Fig. 1: run 1, cells colored by class
Scale: 3 px per micron.
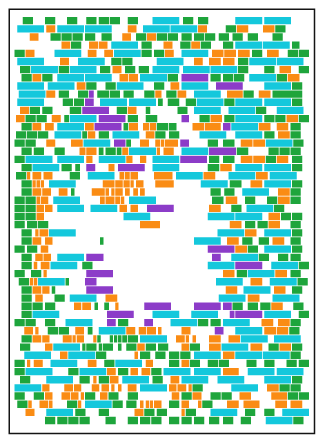
Fig. 2: run 1, cells by drive strength
Scale: 2 px per micron.
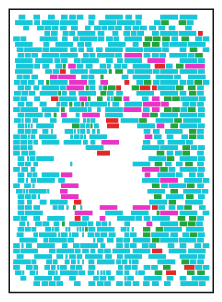
Fig. 3: run 1, met3 routing
Scale: 3 px per micron.
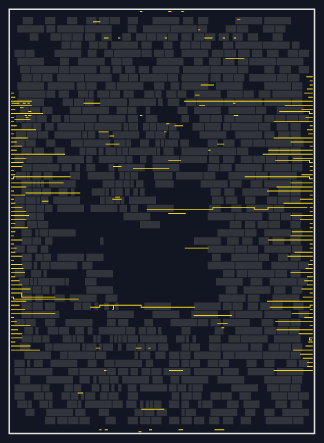
<file path="src/rtl/mem_port_arbiter.sv">
// rtl/mem_port_arbiter.sv - shared memory port arbiter between instruction fetch and data access
// One access at a time; DM wins ties unless IF already lost the previous tie.
module mem_port_arbiter #(
  parameter int unsigned LAT = 2
) (
  input  logic        clk_i,
  input  logic        rst_n,
  input  logic        if_req_i,
  input  logic [31:0] if_addr_i,
  input  logic        if_abort_i,
  output logic [31:0] if_data_o,
  output logic        if_ready_o,
  output logic        if_stall_o,
  input  logic        dm_req_i,
  input  logic        dm_we_i,
  input  logic [31:0] dm_addr_i,
  input  logic [31:0] dm_wdata_i,
  output logic [31:0] dm_rdata_o,
  output logic        dm_ready_o,
  output logic        dm_stall_o,
  output logic        mem_en_o,
  output logic        mem_we_o,
  output logic [31:0] mem_addr_o,
  output logic [31:0] mem_wdata_o,
  input  logic [31:0] mem_rdata_i
);

  typedef enum logic [1:0] {IDLE, ACC, DONE} state_t;

  state_t      state, state_nxt;
  logic [3:0]  cnt;
  logic        if_starved;
  logic        gnt_if;
  logic        aborted;
  logic        cap_we;
  logic [31:0] cap_addr;
  logic [31:0] cap_wdata;
  logic        grant;
  logic        pick_dm;
  logic        abort_now;

  always_ff @(posedge clk_i or negedge rst_n) begin
    if (!rst_n) state <= IDLE;
    else        state <= state_nxt;
  end

  always_comb begin
    state_nxt  = state;
    grant      = if_req_i | dm_req_i;
    pick_dm    = dm_req_i & ~(if_req_i & if_starved);
    abort_now  = gnt_if & if_abort_i;
    if_ready_o = 1'b0;
    dm_ready_o = 1'b0;
    mem_en_o   = 1'b0;
    mem_we_o   = 1'b0;
    case (state)
      IDLE: if (grant) state_nxt = ACC;
      ACC: begin
        mem_en_o = 1'b1;
        mem_we_o = cap_we;
        if (cnt == 4'd0) state_nxt = DONE;
      end
      DONE: begin
        // an abort seen in ACC or in this very cycle suppresses the fetch pulse
        if_ready_o = gnt_if & ~aborted & ~if_abort_i;
        dm_ready_o = ~gnt_if;
        state_nxt  = IDLE;
      end
      default: state_nxt = IDLE;
    endcase
  end

  assign if_stall_o  = if_req_i & ~if_ready_o;
  assign dm_stall_o  = dm_req_i & ~dm_ready_o;
  assign mem_addr_o  = cap_addr;
  assign mem_wdata_o = cap_wdata;

  always_ff @(posedge clk_i or negedge rst_n) begin
    if (!rst_n) begin
      cnt        <= 4'd0;
      if_starved <= 1'b0;
      gnt_if     <= 1'b0;
      aborted    <= 1'b0;
      cap_we     <= 1'b0;
      cap_addr   <= 32'd0;
      cap_wdata  <= 32'd0;
      if_data_o  <= 32'd0;
      dm_rdata_o <= 32'd0;
    end else begin
      if (state == IDLE && grant) begin
        gnt_if     <= ~pick_dm;
        if_starved <= pick_dm & if_req_i;
        cap_we     <= pick_dm & dm_we_i;
        cap_addr   <= pick_dm ? dm_addr_i : if_addr_i;
        cap_wdata  <= pick_dm ? dm_wdata_i : 32'd0;
        cnt        <= 4'(LAT - 1);
        aborted    <= 1'b0;
      end
      if (state == ACC) begin
        if (abort_now) aborted <= 1'b1;
        if (cnt != 4'd0) begin
          cnt <= cnt - 4'd1;
        end else if (gnt_if) begin
          if (!aborted && !if_abort_i) if_data_o <= mem_rdata_i;
        end else if (!cap_we) begin
          dm_rdata_o <= mem_rdata_i;
        end
      end
    end
  end

endmodule
</file>
<file path="config.mk">
export PLATFORM = sky130hd
export DESIGN_NAME = mem_port_arbiter
export DESIGN_NICKNAME = d
export VERILOG_FILES = /design/src/rtl/mem_port_arbiter.sv
export SDC_FILE = /design/constraint.sdc
export NUM_CORES = 1
export LEC_CHECK = 0
export CAP_MARGIN = 20
export CORE_ASPECT_RATIO = 1.4
export CORE_UTILIZATION = 41
export CTS_BUF_LIST = sky130_fd_sc_hd__clkbuf_16
export DETAILED_ROUTE_END_ITERATION = 16
export GPL_TIMING_DRIVEN = 0
export PLACE_DENSITY = 0.79
export RECOVER_POWER = 25
export SLEW_MARGIN = 0
export SYNTH_ARGS = -nofsm -noshare
export SYNTH_HDL_FRONTEND = slang
export SYNTH_SLANG_ARGS = --single-unit
</file>
<file path="constraint.sdc">
create_clock -name clk_i -period 2.2 [get_ports clk_i]
set_clock_uncertainty 0.1 [all_clocks]
set_input_delay 0.44 -clock clk_i [delete_from_list [all_inputs] [get_ports clk_i]]
set_output_delay 0.44 -clock clk_i [all_outputs]
set_load 0.03 [all_outputs]
</file>
==> impl_metrics.yaml, run 1 <==
# implementation run metrics
pwr:
  p_comb_share_pct: 52.6
  leakage_nw: 3.91
  powerDensity_mw_per_mm2: 1650
  p_switching_mw: 6.18
  peakVddDrop_mv: 1.00
global_routing:
  grt_first_pass_wirelength_microns: 25200
  grt_pass1_vias: 4981
cells_and_area:
  final_area_sq_mm: 0.00915
  comb_area_sq_mm: 0.00200
  syn_to_final_growth_pct: 61.9
  mostFrequentLayoutCell: "clkdlybuf4s50_1"
  area.sequential_sq_mm: 0.00345
final_timing:
  min_period_over_period_pct: 97.1
  fin_hold_ws_ps: 402
  setup_viol: 0
  hold_viol: 0
  finalCriticalPeriod_ps: 2140
clock_network:
  clock.latency.late_pin_ps: 410
  cts_resized: 18
  cts_root_buffer: "clkbuf_16"
critical_path:
  max_stage_delay_ps: 440
  startpoint: "if_abort_i"
  rr_worst_depth: 6
  crit_path_top_delay_cell: "clkdlybuf4s50_1"
  cp.depth: 4
  crit_chain: "clkdlybuf4s50_1, nor3b_2, nor2b_2, clkdlybuf4s15_2"
  r2r_slack_ps: 410
  cp.arrival_ps: 1600
  rr_startpoint: "cnt[0]"
synthesis:
  syn-cell-area_sq_mm: 0.00565
  synth-async-reset-ratio_pct: 100
  postSynthCellCount: 406
  ys_chip_area_sq_mm: 0.00565
  logic_family: "AND-OR/OR-AND gates"
  ys_cells: 406
drt:
  drcViolationCount: 0
  postRouteAntennaNets: 0
  dr.pass1.iters: 5
  drt-vias-per-instance: 5.21
place:
  port-buffer-count: 267
  dp_hpwl_microns: 12000
run_status:
  status: "finished, final reports clean"
run:
  cap_violations: 0
Notes on Fig. 1 above:
| color | class | cells | share of their area |
|---|---|---|---|
| cyan | flip-flops | 138 | 39% |
| green | other buffers and delay cells | 300 | 32% |
| purple | clock drivers and dummy loads | 32 | 6.3% |
| orange | all other logic | 238 | 23% |

Notes on Fig. 2 above:
| color | size | cells | share | most used |
|---|---|---|---|---|
| cyan | drive 1 or less | 577 | 81% | clkdlybuf4s50_1 |
| green | drive 2 | 79 | 11% | mux2_2 |
| magenta | drive 6 and up | 35 | 4.9% | clkbuf_16 |
| red | drive 3 to 4 | 17 | 2.4% | mux2_4 |

Notes on Fig. 3 above:
nets with wire on the layer: 168
main direction: horizontal
longest straight run: 42.6 microns
wire length on this layer: 959 microns
share of all routed wire: 5.9%

==> run 1: metal layers <==
| layer | part of all wire [%] | global-route usage (%) |
|---|---|---|
| met1 | 37 | 25.0 |
| met2 | 53 | 40.6 |
| met3 | 5.9 | 6.00 |
| met4 | 4.0 | 12.0 |
| met5 | 0 | 0 |
==> run 1: area by class of cell <==
class | count | share of cell area (%)
Clock inverter | 15 | 1.46
Tap cell | 182 | 2.49
Buffer | 30 | 2.09
Timing Repair Buffer | 270 | 29.5
Clock buffer | 17 | 4.65
Inverter | 4 | 0.164
Sequential cell | 138 | 37.7
Multi-Input combinational cell | 234 | 21.9
==> run 1: worst reg2reg max path: cells and delay by family, from the launching register on <==
family	cells	cell delay [ps]
adders and majority gates	1	200
buffers and inverters	2	270
DFF	1	380
muxes	1	320
and+or+nand+nor	2	410
## Run 2: what changed since run 1
==> constraint.sdc (replaced) <==
create_clock -name clk_i -period 2 [get_ports clk_i]
set_clock_uncertainty 0.1 [all_clocks]
set_input_delay 0.4 -clock clk_i [delete_from_list [all_inputs] [get_ports clk_i]]
set_output_delay 0.4 -clock clk_i [all_outputs]
set_load 0.03 [all_outputs]
==> run 2 against run 1 <==
  * Register-to-register slack worse by 200 ps
  * Global-route usage is 0.095 points higher
  * Largest cell class unchanged
  * Sequential share of layout area fell by 0.24 points
  * Clock power increased by about 10%
  * Synthesized cell count did not move
  * Clock-buffer cell count did not move
  * Final cell count increased by 0.11%
  * Power increased by 10%
  * Routed wire length grew 1.3%
  * Via count is 0.50% lower
==> impl_metrics.yaml, run 2 <==
# implementation run metrics
run_status:
  status: "finished, final reports clean"
cells_and_area:
  syn_to_final_growth_pct: 63.0
critical_path:
  rr_startpoint: "cnt[0]"
  crit_chain: "clkdlybuf4s50_1"
  rr_worst_depth: 6
  startpoint: "mem_wdata_o[17]"
synthesis:
  postSynthCellCount: 406
  ys_cells: 406
final_timing:
  hold_viol: 0
  fin_hold_ws_ps: 402
drt:
  top_layer: "met4"
  drcViolationCount: 0
  dr.pass1.iters: 4
  routed-wl-met2_microns: 8710
  postRouteAntennaNets: 0
clock_network:
  cts_resized: 35
  cts_root_buffer: "clkbuf_16"
  clock.latency.late_pin_ps: 410
global_routing:
  gr-usage-met1_pct: 25.3
  grt_first_pass_wirelength_microns: 25300
  busiest_layer: "met2"
pwr:
  powerDensity_mw_per_mm2: 1800
place:
  dp_hpwl_microns: 12000
[run 2: layout make-up]
type	instances	area, sq um	area share [%]
sequential	138	3460	37.5
clock inverter	15	134	1.45
multi-input combinational	234	2010	21.8
timing repair buffer	271	2750	29.8
clock buffer	17	425	4.62
inverter	4	17.5	0.190
buffer	30	193	2.09
tap	182	228	2.47
[run 2: power by group]
part	internal [mW]	leakage [nW]	switching [mW]
Sequential	4.15	1.68	0.766
Combinational	3.99	2.20	4.74
Clock	1.63	0.272	1.32
[run 2: kinds of logic (layout without fill, tap and decap cells)]
family,Yosys count,in the layout,synth area share [%]
AND-OR/OR-AND,108,108,15.8
buffers and inverters,34,337,3.65
flip-flops,138,138,61.1
adder cells (fa/ha/maj),1,1,0.221
multiplexers,65,65,13.3
AND/OR/NAND/NOR,60,60,5.98
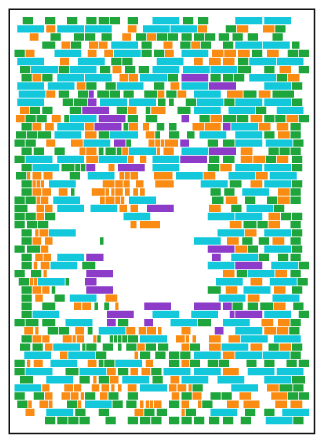
Fig. 4. Cells colored by class (run 2).
Scale: 3 px per micron.
| color | class | cells | share of their area |
|---|---|---|---|
| orange | all other logic | 238 | 23% |
| green | other buffers and delay cells | 301 | 33% |
| cyan | flip-flops | 138 | 38% |
| purple | clock drivers and dummy loads | 32 | 6.2% |

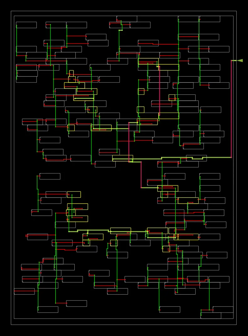
Fig. 5. The clock network (run 2).
Clk. pwr: 2.95 mW
CTS Buf Count: 17
clock sinks: 138

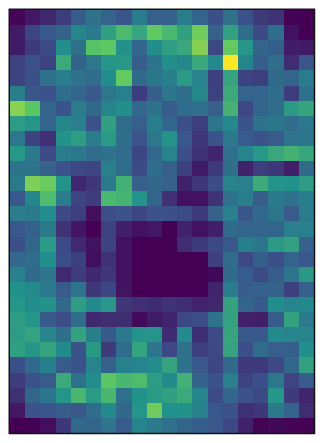
Fig. 6. Wire density map (run 2).
Scale: 3 px per micron. 20 x 28 tiles, from dark purple (low) to yellow (high), scaled to the fullest tile. Values are wire area over tile area, all layers added.
emptiest ninth of the die: middle
densest ninth of the die: top middle
nearly empty tiles: 5.2%
tiles over half the peak: 18%
fullest tile: 0.56
mean over tiles: 0.18

No activity file was given, so power comes from the tool's default toggle rates.
